Figure 1. Where the registers sit (run 1).
(10 px per um)
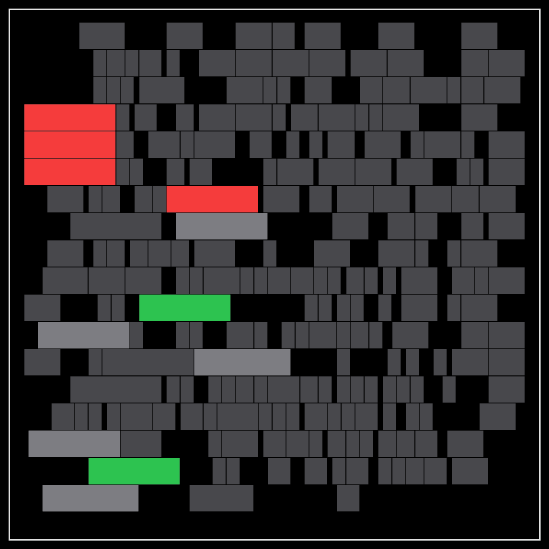
Figure 2. Met3 routing (run 1).
(8 px per um) Cells faint in the background.
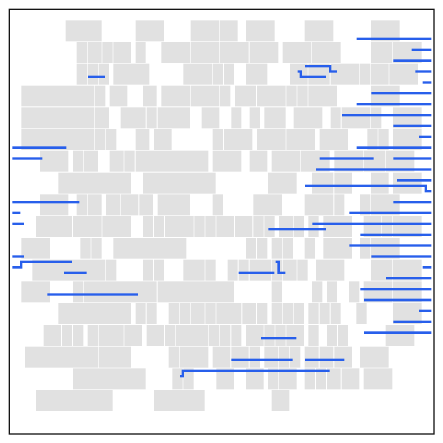
Figure 3. Metal 1 (run 1).
(12 px per um) Supply wires on this layer in gray. Cells faint in the background.
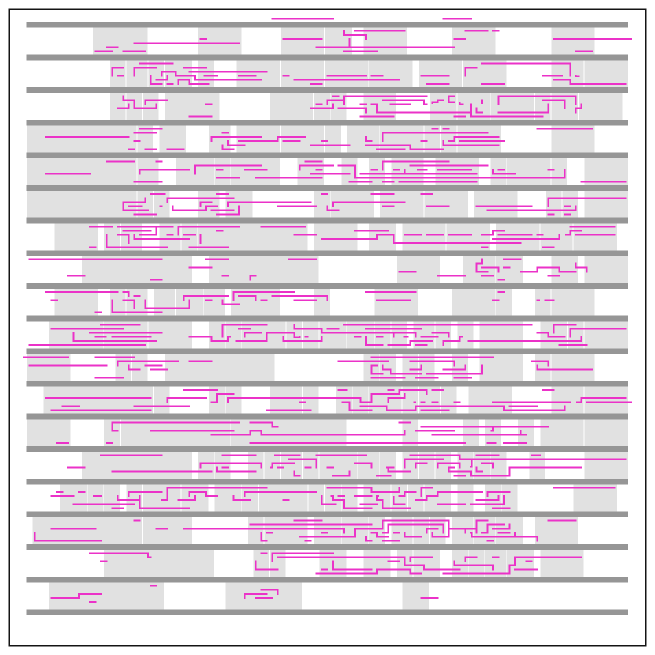
Figure 4. Signal wires by layer (run 1).
(10 px per um) Two of the layers only.
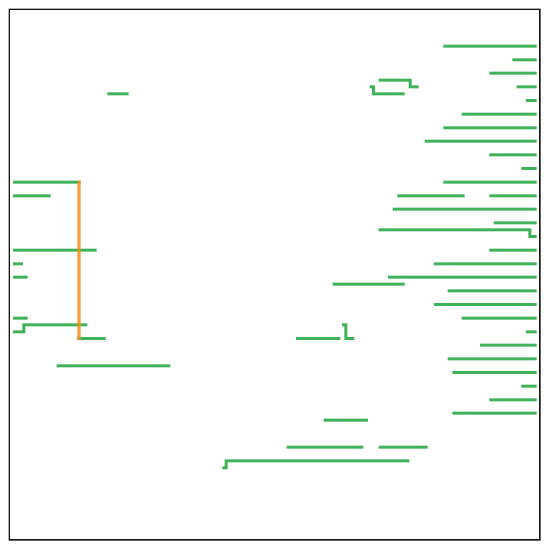
===== src/rtl/fifo_wr_arbiter.sv =====
// rtl/fifo_wr_arbiter.sv - round-robin burst arbiter sharing one FIFO write port
module fifo_wr_arbiter #(
    parameter int NUM_REQ   = 4,
    parameter int DATA_W    = 8,
    parameter int BURST_LEN = 4,
    localparam int ID_W     = (NUM_REQ > 1) ? $clog2(NUM_REQ) : 1
) (
    input  logic                      clock,
    input  logic                      resetn,
    input  logic [NUM_REQ-1:0]        req_valid,
    input  logic [NUM_REQ*DATA_W-1:0] req_data,
    output logic [NUM_REQ-1:0]        req_ready,
    input  logic                      full,
    input  logic                      threshold,
    input  logic                      overflow,
    output logic                      wr_enb,
    output logic [DATA_W-1:0]         datain,
    output logic                      gnt_valid,
    output logic [ID_W-1:0]           gnt_id,
    output logic                      ovf_err
);

    typedef enum logic [0:0] {
        IDLE  = 1'b0,
        GRANT = 1'b1
    } state_t;

    state_t            state;
    logic [ID_W-1:0]   rr_ptr;
    logic [3:0]        beat_cnt;
    logic [4:0]        beat_next;
    logic [4:0]        limit;
    logic [ID_W-1:0]   sel_idx;
    logic [ID_W-1:0]   k_idx;
    logic              sel_found;
    logic              in_grant;
    logic              owner_valid;
    logic              beat;
    logic [DATA_W-1:0] req_words [NUM_REQ];

    for (genvar g = 0; g < NUM_REQ; g++) begin : g_words
        assign req_words[g] = req_data[g*DATA_W +: DATA_W];
    end

    // Search starts one past the last owner so every requester gets a turn.
    always_comb begin
        sel_found = 1'b0;
        sel_idx   = '0;
        k_idx     = '0;
        for (int i = 1; i <= NUM_REQ; i++) begin
            k_idx = ID_W'((int'(rr_ptr) + i) % NUM_REQ);
            if (!sel_found && req_valid[k_idx]) begin
                sel_found = 1'b1;
                sel_idx   = k_idx;
            end
        end
    end

    assign in_grant    = (state == GRANT);
    assign owner_valid = req_valid[gnt_id];
    assign beat        = in_grant & owner_valid & ~full;
    assign beat_next   = {1'b0, beat_cnt} + 5'd1;
    // Threshold is re-sampled every cycle so a running burst is cut short.
    assign limit       = threshold ? 5'd1 : 5'(BURST_LEN);

    assign wr_enb = beat;
    assign datain = beat ? req_words[gnt_id] : '0;

    always_comb begin
        req_ready = '0;
        if (in_grant && !full) begin
            req_ready[gnt_id] = 1'b1;
        end
    end

    always_ff @(posedge clock or negedge resetn) begin
        if (!resetn) begin
            state     <= IDLE;
            rr_ptr    <= ID_W'(NUM_REQ - 1);
            beat_cnt  <= '0;
            gnt_id    <= '0;
            gnt_valid <= 1'b0;
            ovf_err   <= 1'b0;
        end else begin
            if (overflow) begin
                ovf_err <= 1'b1;
            end
            case (state)
                IDLE: begin
                    if (sel_found && !full) begin
                        state     <= GRANT;
                        gnt_id    <= sel_idx;
                        rr_ptr    <= sel_idx;
                        beat_cnt  <= '0;
                        gnt_valid <= 1'b1;
                    end
                end
                GRANT: begin
                    // A dropped valid releases even when full is also high.
                    if (!owner_valid) begin
                        state     <= IDLE;
                        gnt_valid <= 1'b0;
                        beat_cnt  <= '0;
                    end else if (!full) begin
                        if (beat_next >= limit) begin
                            state     <= IDLE;
                            gnt_valid <= 1'b0;
                            beat_cnt  <= '0;
                        end else begin
                            beat_cnt <= beat_next[3:0];
                        end
                    end
                end
                default: begin
                    state     <= IDLE;
                    gnt_valid <= 1'b0;
                end
            endcase
        end
    end

endmodule


===== config.mk =====
export PLATFORM = sky130hd
export DESIGN_NAME = fifo_wr_arbiter
export DESIGN_NICKNAME = d
export VERILOG_FILES = /design/src/rtl/fifo_wr_arbiter.sv
export SDC_FILE = /design/constraint.sdc
export NUM_CORES = 1
export LEC_CHECK = 0
export ABC_AREA = 1
export CORE_UTILIZATION = 42
export CTS_BUF_LIST = sky130_fd_sc_hd__clkbuf_16
export CTS_CLUSTER_DIAMETER = 80
export DETAILED_ROUTE_END_ITERATION = 10
export GPL_ROUTABILITY_DRIVEN = 1
export GPL_TIMING_DRIVEN = 0
export HOLD_SLACK_MARGIN = 0.08
export PLACE_DENSITY = 0.85
export SLEW_MARGIN = 20
export SYNTH_ARGS = -nofsm -noshare
export SYNTH_HDL_FRONTEND = slang
export SYNTH_SLANG_ARGS = --single-unit

===== constraint.sdc =====
create_clock -name clock -period 3.2 [get_ports clock]
set_input_delay 0.48 -clock clock [delete_from_list [all_inputs] [get_ports clock]]
set_output_delay 0.48 -clock clock [all_outputs]
set_load 0.02 [all_outputs]

==> deck_impl_summary.md, run 1 <==
Key Metrics from the Run

Power and ir drop
  – Leak: 0.0008302 uW
  – Pwr Density: 788.8 nW/um^2
  – Sequential power share: 0.175
  – Worst VDD drop: 0.8104 mV
  – Switching pwr: 677.5 uW
  – Cell internal pwr: 723.0 uW
  – Gate power share: 0.668

Final timing
  – Fin Hold WS: 0.4922 ns
  – Final min period: 3.013 ns
  – FMAX: 0.3319 GHz
  – Final Skew: 0.002626 ns

Job
  – Max_cap viols: 0

Finish
  – Largest regs: beat_cnt: 4 flops, gnt_id: 2 flops, rr_ptr: 2 flops
  – Seq_cells: 11
  – Number of logic gates: 138
  – Largest reg by FF count: beat_cnt
  – Fillers: 199
  – Fin cells: 260
  – Share of cells above drive strength 1: 0.1391
  – Nonclk buf count: 59
  – Final Cell Area: 1775 um^2
  – CLK BUF: 3

Floorplan
  – Die height: 52.91 um
  – Fp util: 0.4434
  – Die ar.: 2799 um^2
  – # Taps: 30
  – Die width: 52.91 um
  – Boundary pin count: 58

Detailed routing
  – Antenna Nets Post-Route: 0
  – DR vias/cell: 5.219

Clock network
  – CTS clock-pin slew for the worst setup and hold paths: 0.04 ns

Placement
  – Placed Instances: 256
  – Placed instance area: 1697 um^2

Global routing
  – Largest net degree at the start of global routing: 12
  – First-pass GRT wire length: 5023 um
  – Antenna violations before repair: 0
  – Congestion Overflow GR: 0

Critical path
  – Kind of critical path: input port to output pin
  – Critical-path cell list: clkdlybuf4s50_1 -> nor2_1 -> o21bai_1 -> nand2_1 -> nor2_2 -> nand2_1 -> a31oi_1 -> clkdlybuf4s50_1
  – Critical Path AT: 2.53 ns
  – R2r setup slk: 1.47 ns
  – Crit end category: output pin
  – Critical Path Fanout Max: 9

Logic synthesis
  – Flops & latches, synth: 11
  – Yosys chip area: 1089 um^2
  – Yosys warns: 0
  – Cell Type Count: 29
  – Syn Nets: 213
  – Post-Syn Area: 1089 um^2

Run status
  – Status: finished clean

Worst hold path
  – HP Class: flop to flop
Notes on Figure 1 above:
gnt_id: shown in green, flops 2. beat_cnt: shown in red, flops 4, where north-west.
sequential share of cell area: 0.1564
sequential cell area: 277.8 um^2
Seq. pwr: 245 uW
Post-Route Utilization: 0.7232

Notes on Figure 2 above:
47 nets have wire on it. The layer carries 297 um of wire. The longest straight run is 18.2 um.
drt total wl: 3333 um
DR vias: 1357
met3 Use GR: 0.04310

Notes on Figure 3 above:
237 nets have wire on it. The longest straight run is 17.9 um. The wires run mostly horizontal. The layer carries 1360 um of wire.

Notes on Figure 4 above:
M4: shown in orange, wire length 15.6 um. M3: shown in green, wire length 297 um.

run 1: power by group through the flow:
stage          logic [uW]  registers (uW)  clock network (uW)
3_5_place_dp          931             246                   0
4_1_cts               938             246                 222
2_1_floorplan         636             255                   0
5_1_grt              1040             250                 233
6_report              936             245                 219
3_3_place_gp          895             241                   0
run 1: final timing paths:
check | startpoint | end | depth (start not counted)
max | req_valid[0] | datain[0] | 8
min | ovf_err | ovf_err | 1
max reg2reg | beat_cnt[0] | beat_cnt[1] | 8
min reg2reg | ovf_err | ovf_err | 1
max in group asynchronous | resetn | rr_ptr[1] | 1
min in group asynchronous | resetn | gnt_valid | 1
run 1: placed cells by master (no fill, tap or decap):
cell	n
nand3_4	1
nand4_1	2
o21bai_1	1
nand2_1	61
nand3_2	1
inv_1	14
a22oi_1	8
ha_1	3
clkinv_1	1
inv_2	3
dfrtp_1	9
a31oi_1	8
nand2_4	2
and2_0	1
buf_4	1
nor2_2	1
nor2_1	14
nor3_1	2
inv_4	1
o21ai_2	1
o21ai_1	1
o21ai_0	2
buf_6	1
xor2_1	2
clkbuf_16	3
clkdlybuf4s50_1	57
or2_2	1
nor2_4	1
dfstp_2	2
nand2_2	13
nand3_1	12
run 1: metal layers:
metal / track usage / share of wire
met1: 0.2729 / 0.41
met2: 0.4451 / 0.50
met3: 0.04310 / 0.089
met5: 0 / 0
met4: 0.08333 / 0.0045
run 1: synth_stat cells, drive strengths merged:
cell,number,area share
a22oi,8,0.055
ha,3,0.034
o21bai,1,0.0069
dfrtp,9,0.21
nor3,2,0.0092
and2,1,0.0058
a31oi,8,0.046
nand2,76,0.31
buf,2,0.017
or2,1,0.0058
inv,17,0.061
o21ai,4,0.022
nor2,16,0.064
dfstp,2,0.048
xor2,2,0.016
clkinv,1,0.0034
nand4,2,0.011
nand3,14,0.080
==> inputs of run 2 (changes only) <==
Settings changed: TNS_END_PERCENT set to 1.
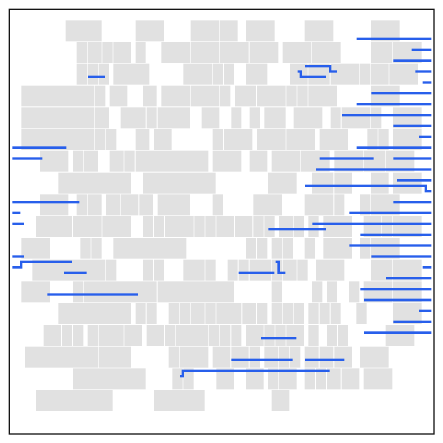
Figure 5: run 2, met3 routing.
(8 px per um) Cells faint in the background.

==> deck_impl_summary.md, run 2 <==
Key Metrics from the Run

Final timing
  – Fin Hold WS: 0.4922 ns (unchanged)
  – Final Skew: 0.002626 ns (unchanged)
  – Final min period: 3.013 ns (unchanged)
  – FMAX: 0.3319 GHz (unchanged)

Finish
  – Share of cells above drive strength 1: 0.1391 (unchanged)
  – Top cell excl fill/tap: nand2_1
  – Fillers: 199 (unchanged)
  – Most frequent cells in the layout: nand2_1 (61), clkdlybuf4s50_1 (57), inv_1 (14), nor2_1 (14), nand2_2 (13)
  – Post-Route Utilization: 0.7232 (unchanged)
  – Largest regs: beat_cnt: 4 flops, gnt_id: 2 flops, rr_ptr: 2 flops

Global routing
  – Largest net degree at the start of global routing: 12 (unchanged)
  – First-pass GRT wire length: 5023 um (unchanged)
  – Congestion Overflow GR: 0 (unchanged)

Run status
  – Status: finished clean

Job
  – Max_cap viols: 0 (unchanged)

Logic synthesis
  – Cell with the most instances after synthesis: nand2_1
  – Cell Type Count: 29 (unchanged)
  – Number of enable flip-flop cells: 0 (unchanged)
  – Largest area contributor in the netlist: nand2_1
  – Flops & latches, synth: 11 (unchanged)
  – Ranking of synthesized cells by area: nand2_1 (21%), dfrtp_1 (21%), nand2_2 (7.5%)
  – Synth Flop Type: dfrtp_1
  – Yosys warns: 0 (unchanged)
  – Syn Nets: 213 (unchanged)
  – Fraction of registers with async set/reset: 1.000 (unchanged)
  – Synth top cells by count: nand2_1 (61), nor2_1 (14), inv_1 (13), nand2_2 (13), nand3_1 (12)

Detailed routing
  – DR vias/cell: 5.219 (unchanged)
  – DR vias: 1357 (unchanged)

Critical path
  – Critical Path AT: 2.53 ns (about the same)
  – Worst flop-to-flop path startpoint: beat_cnt[0]
  – R2r setup slk: 1.47 ns (about the same)
  – Kind of critical path: input port to output pin
  – Worst R2R End: beat_cnt[1]
  – Reg2reg path depth: 8 (unchanged)
  – Crit end category: output pin
  – Crit. path cell count: 8 (unchanged)
  – Critical Path Source: req_valid[0]
  – Critical Path Sink: datain[0]

Worst hold path
  – Hold Path Depth: 1 (unchanged)
  – HP Class: flop to flop

Floorplan
  – Fp util: 0.4434 (unchanged)
  – Boundary pin count: 58 (unchanged)
  – Die height: 52.91 um (unchanged)

Power and ir drop
  – Leak: 0.0008302 uW (unchanged)
  – Pwr Density: 788.8 nW/um^2 (unchanged)

Clock network
  – CTS clock-pin slew for the worst setup and hold paths: 0.04 ns (about the same)
## run 2: cell counts in the layout (fill, tap and decap cells not counted)
Identical to the previous run, type by type.
## run 2: per-layer routing
layer,vias up,global-route usage,part of all wire
li1,677,-,-
met1,617,0.2729,0.41
met2,61,0.4451,0.50
met3,2,0.04310,0.089
met4,0,0.08333,0.0045
met5,-,0,0
## run 2: area by class of cell
class / count / area, um^2 / area share
plain buffers: 2 / 18.77 / 0.01057
clock buffers: 3 / 75.07 / 0.04228
clock inverters: 1 / 3.754 / 0.002114
inverters: 18 / 70.07 / 0.03946
multi-input cells: 138 / 721.9 / 0.4066
flip-flops and latches: 11 / 277.8 / 0.1564
well taps: 30 / 37.54 / 0.02114
repair buffers: 57 / 570.5 / 0.3214
## run 2: per-stage QoR
stage          cell area [um^2]  total power, uW  std cells  setup WS [ns]
2_1_floorplan              1089            890.3        169          1.148
3_3_place_gp               1697             1136        256         0.2094
3_5_place_dp               1697             1177        256         0.1837
4_1_cts                    1775             1406        260         0.1789
5_1_grt                    1775             1519        260        0.07260
6_report                   1775             1400        260         0.1871
## run 2: logic make-up after synthesis
family,after synthesis
fa+ha+maj,3
flops,11
compound gates,21
buf+inv,20
xor+xnor,2
simple gates,112
## run 2: report_power, final
part	total, uW	switching [uW]	leakage, uW	internal (uW)
clock	219	55.9	0.0000423	163
sequential	245	51.0	0.000134	194
combinational	936	571	0.000654	365
total	1400	677	0.000830	723
==> inputs of run 3 (changes only) <==
Settings changed: CTS_CLUSTER_SIZE set to 8.
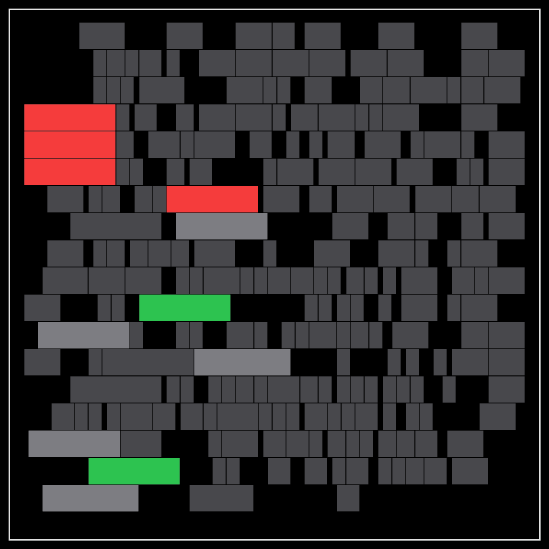
Figure 6: run 3, where the registers sit.
(10 px per um)
beat_cnt: shown in red, flops 4, where north-west. gnt_id: shown in green, flops 2.

==> deck_impl_summary.md, run 3 <==
Key Metrics from the Run

Run status
  – Status: finished clean

Critical path
  – Kind of critical path: input port to output pin
  – Reg2reg path depth: 8 (unchanged)
  – Crit end category: output pin
  – R2r setup slk: 1.47 ns (about the same)
  – Worst R2R End: beat_cnt[1]

Logic synthesis
  – Flops & latches, synth: 11 (unchanged)
  – Synth top cells by count: nand2_1 (61), nor2_1 (14), inv_1 (13), nand2_2 (13), nand3_1 (12)
  – Ranking of synthesized cells by area: nand2_1 (21%), dfrtp_1 (21%), nand2_2 (7.5%)
  – Number of enable flip-flop cells: 0 (unchanged)
  – Yosys warns: 0 (unchanged)
  – Syn Nets: 213 (unchanged)
  – Largest area contributor in the netlist: nand2_1

Worst hold path
  – Hold Path Depth: 1 (unchanged)

Placement
  – Placed Instances: 256 (unchanged)

Detailed routing
  – M1 WL: 1355 um (unchanged)
  – DR vias: 1357 (unchanged)
  – DR WL met2: 1665 um (unchanged)
  – Top Layer Used: met4
  – WL met3: 297 um (unchanged)
  – DR vias/cell: 5.219 (unchanged)

Finish
  – Top cell excl fill/tap: nand2_1
  – Fin cells: 260 (unchanged)
  – Final Cell Area: 1775 um^2 (unchanged)
  – Most frequent cells in the layout: nand2_1 (61), clkdlybuf4s50_1 (57), inv_1 (14), nor2_1 (14), nand2_2 (13)
  – Comb gate area: 721.9 um^2 (unchanged)
  – Largest regs: beat_cnt: 4 flops, gnt_id: 2 flops, rr_ptr: 2 flops
  – Share of cells above drive strength 1: 0.1391 (unchanged)
  – Sequential cell area: 277.8 um^2 (unchanged)
  – Fillers: 199 (unchanged)

Global routing
  – Congestion Overflow GR: 0 (unchanged)
  – M1 GR Usage: 0.2729 (unchanged)
  – Met3 Use GR: 0.04310 (unchanged)

Job
  – Max_cap viols: 0 (unchanged)

Power and ir drop
  – Post-route total power: 1400 uW (unchanged)
  – Pwr Density: 788.8 nW/um^2 (unchanged)
  – Leak: 0.0008302 uW (unchanged)

Floorplan
  – Fp util: 0.4434 (unchanged)
  – Die height: 52.91 um (unchanged)

Final timing
  – FMAX: 0.3319 GHz (unchanged)
  – Final min period: 3.013 ns (unchanged)
[run 3: cell counts in the layout (fill, tap and decap cells not counted)]
Identical to the previous run, type by type.
[run 3: worst max-delay path by stage]
stage | slack, ns | cells after the start | end | start
finish | 0.19 | 8 | datain[0] | req_valid[0]
global placement | 0.21 | 8 | datain[0] | req_valid[0]
CTS | 0.18 | 8 | datain[0] | req_valid[0]
floorplan | 1.15 | 8 | datain[0] | gnt_id[1]
detailed placement | 0.18 | 8 | datain[0] | req_valid[0]
global route | 0.07 | 8 | datain[0] | req_valid[0]
[run 3: cells by family after synthesis]
group	share of synthesized area
AND-OR/OR-AND	0.1299
XOR/XNOR	0.01609
adder cells (fa/ha/maj)	0.03449
flip-flops	0.2552
AND/OR/NAND/NOR	0.4828
buffers and inverters	0.08161
[run 3: layout make-up]
cell class              count  share of cell area
repair buffers             57              0.3214
multi-input cells         138              0.4066
inverters                  18             0.03946
flip-flops and latches     11              0.1564
clock buffers               3             0.04228
plain buffers               2             0.01057
well taps                  30             0.02114
clock inverters             1            0.002114
[run 3: stage by stage]
step                      hold slack [ns]  worst slack, ns
after floorplan                    0.1844            1.148
after global routing               0.5109          0.07260
after detailed placement           0.4846           0.1837
after CTS                          0.4960           0.1789
final                              0.4922           0.1871
after global placement             0.4526           0.2094
[run 3: worst max-delay path: stages]
cell and delay (ns):
clkdlybuf4s50_1 0.51, nor2_1 0.06, o21bai_1 0.13, nand2_1 0.07
nor2_2 0.15, nand2_1 0.23, a31oi_1 0.24, clkdlybuf4s50_1 0.64
[run 3: where the power goes]
group	internal (uW)	total [uW]	switching [uW]
combinational	365	936	571
sequential	194	245	51.0
clock	163	219	55.9
total	723	1400	677
Power is estimated from default activity; no workload was simulated.
